==> config.mk <==
export PLATFORM = sky130hd
export DESIGN_NAME = serdes_link_ctrl
export DESIGN_NICKNAME = d
export VERILOG_FILES = /design/src/rtl/serdes_link_ctrl.sv
export SDC_FILE = /design/constraint.sdc
export NUM_CORES = 1
export LEC_CHECK = 0
export CAP_MARGIN = 30
export CORE_MARGIN = 5
export CORE_UTILIZATION = 40
export CTS_BUF_LIST = sky130_fd_sc_hd__clkbuf_4 sky130_fd_sc_hd__clkbuf_8 sky130_fd_sc_hd__clkbuf_16
export DETAILED_ROUTE_END_ITERATION = 7
export PLACE_DENSITY_LB_ADDON = 0.2
export SYNTH_ARGS = -nofsm -noshare
export SYNTH_HDL_FRONTEND = slang
export SYNTH_SLANG_ARGS = --single-unit
==> constraint.sdc <==
create_clock -name clk -period 2.4 [get_ports clk]
set_clock_uncertainty 0.05 [all_clocks]
set_input_delay 0.48 -clock clk [delete_from_list [all_inputs] [get_ports clk]]
set_output_delay 0.48 -clock clk [all_outputs]
set_load 0.01 [all_outputs]
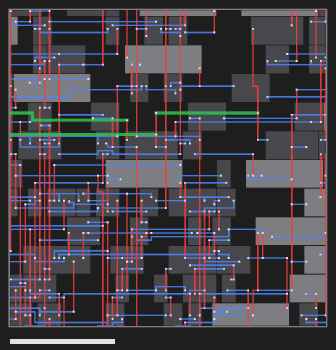
**Above:** zoomed window.
The bar under the picture is 10 um long. Region (25, 25) to (55, 55) um. Cells in grey, sequential cells in the stronger grey; small squares are vias.
Key: met2 = red; met1 = blue; met3 = green
Sequential cells in the window: 6. 55 logic cells have their middle in the window. Most frequent: dfxtp_1 (6), nand2_1 (5).

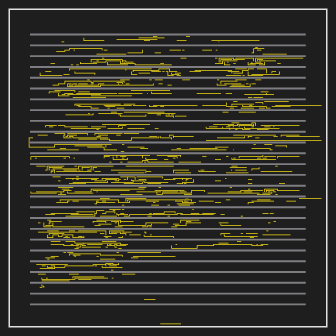
**Above:** metal 1.
Supply wires on this layer in grey.
The wires run mostly horizontal. The layer holds 49% of the routed length. The layer carries 2,030 um of wire. The longest straight run is 29.0 um. 248 nets have wire on it.
via count: 1,627
WL final: 4.10 mm
GR Util met1: 17.4%

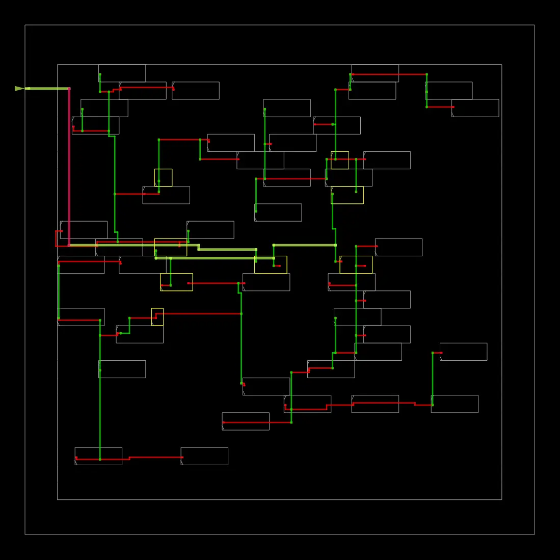
**Above:** the clock network.
CTS buffer count: 5
flop count: 43
layout clock buffer count: 7
Latency at later pin: 280 ps
clk sinks: 43

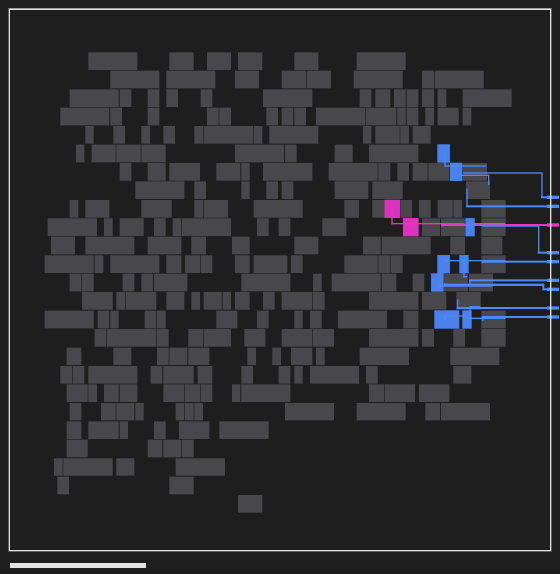
**Above:** port wiring.
The bar under the picture is 20 um long.
Key: tx_data = blue [direction input, edge east, end cells 8, wire 157 um]; ser_en = magenta [direction input, edge east, end cells 2, wire 28.5 um]
PortBufs: 25
I/O pin count: 26

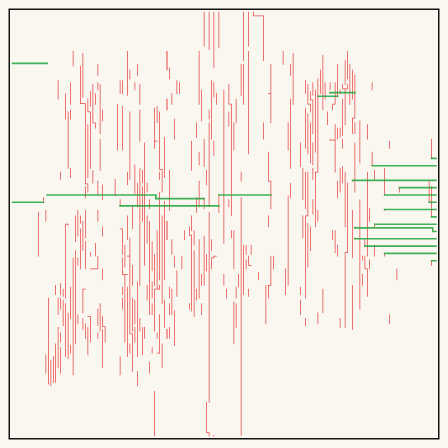
**Above:** metal layers overlaid.
Only two layers are drawn.
Key: met2 = red [wire length 1,850 um]; met3 = green [wire length 200 um]
GR Util All Layers: 13.8%
detailed-route wire length per cell: 12.8 um

==> impl_metrics.toml <==
# generated from flow reports
[run_status]
status = "finished, final reports clean"

[global_route]
grt_pass1_vias = 1554
grt_pass1_wl_mm = 7.04
antenna_found_initial = 0
grt_overflow = 0

[worst_hold_path]
hp-class = "reg -> reg"

[logic_synthesis]
syn_avg_cell_area_um2 = 8.66
synth_top_cell_by_area = "dfxtp_1"
syn-cell-area_um2 = 1940
ff_type = "dfxtp_1"
yosysUniqueCellTypes = 37
topCellsByArea = "dfxtp_1 44%, a21oi_1 6.7%, ha_1 6.5%, nand3_1 5.2%, mux2i_1 4.1%"
synth-adder-area-share_pct = 6.45
yosys_cells = 224
synthAoiAreaFrac_pct = 17.0
ys_sh_simple_pct = 23.5
top_cells_by_count = "43 x dfxtp_1, 26 x a21oi_1, 20 x nand3_1"
ys_chip_area_um2 = 1940
async_reset_ff_share_pct = 0
synthMostInstantiatedCell = "dfxtp_1"
yosys_warnings = 0
top_cell_area_share_pct = 44.4
ys_sh_xor_pct = 0.903
numSynthFlops = 43
edf_count = 0
syn_nets = 248

[sta]
max_freq_mhz = 435
maxSlewHeadroom_pct = 70.2
worst_hold_slack_ps = 394
hold_viol_final = 0
drv_slew = 0
fin_crit_ps = 2300
worstMarginPinSlew_ps = 445
period_used_pct = 95.8
fin_ws_ps = 100

[power_and_ir_drop]
p_leak_nw = 0.872
intPower_w = 0.00100
power-top-group = "registers"
vdd_drop_max_v = 0.000432
netSwitchingFraction_pct = 22.0
power_density_nw_per_um2 = 544
clockPowerShare_pct = 35.5
total_power_w = 0.00129
seqPwrFrac_pct = 56.8
pg_comb_w = 0.0000989

[clock_network]
cts_tree = "done"
cts_setup_buffers = 0
cts_root_buffer = "clkbuf_8"
htree_num_levels = 2
clockBufferDepth = 2
clkTransAtPathRegs_ps = 70

[cells_and_area]
diodes = 0
drive_above_1_share_pct = 7.11
nFillCells = 478

[flow_run]
max_cap_viol_count = 0
warning_count = 29

[placement]
routabilityCongestion = 0.769
place_worst_setup_slack_ps = 52.1
placed_area_um2 = 2280
dp_hpwl_mm = 3.02

[drt]
firstDrtPassIters = 4
routed.top_layer = "met4"
m1WireLength_mm = 2.03
drtIter0Drc = 27

[floorplanning]
core-area_um2 = 4720
die-area_um2 = 6340
die_w_um = 79.6
initCoreUtil_pct = 41.1

[setup_path]
worstPathMaxFanout = 4
max_stage_delay_ps = 460
reg2reg_slack_ps = 480
cp_num_cells = 5
ff2ff_path_depth = 6
start_kind = "flop"
critPathCaptureType = "output pin"
critPathTopFamily = "simple AND/OR/NAND/NOR gates"
## cell families (layout without fill, tap and decap cells)
| group | Yosys count | after routing |
|---|---|---|
| DFF | 43 | 43 |
| adders and majority gates | 10 | 10 |
| buffers and inverters | 18 | 47 |
| and+or+nand+nor | 85 | 85 |
| xor gates and xnor gates | 2 | 2 |
| muxes | 8 | 8 |
| AOI/OAI and AO/OA | 58 | 58 |
## layout make-up
type | count | share of cell area, %
clock inverters | 1 | 0.212
multi-input cells | 163 | 42.6
inverters | 8 | 1.27
well taps | 67 | 3.54
flip-flops and latches | 43 | 36.4
repair buffers | 31 | 12.4
clock buffers | 7 | 3.54
## per-layer routing
metal  global-route usage (%)  up-vias
met2                     23.0       25
met1                     17.4      750
li1                         -      850
met4                     3.09        0
met5                        0        -
met3                     4.06        2
No activity file was given, so power comes from the tool's default toggle rates.
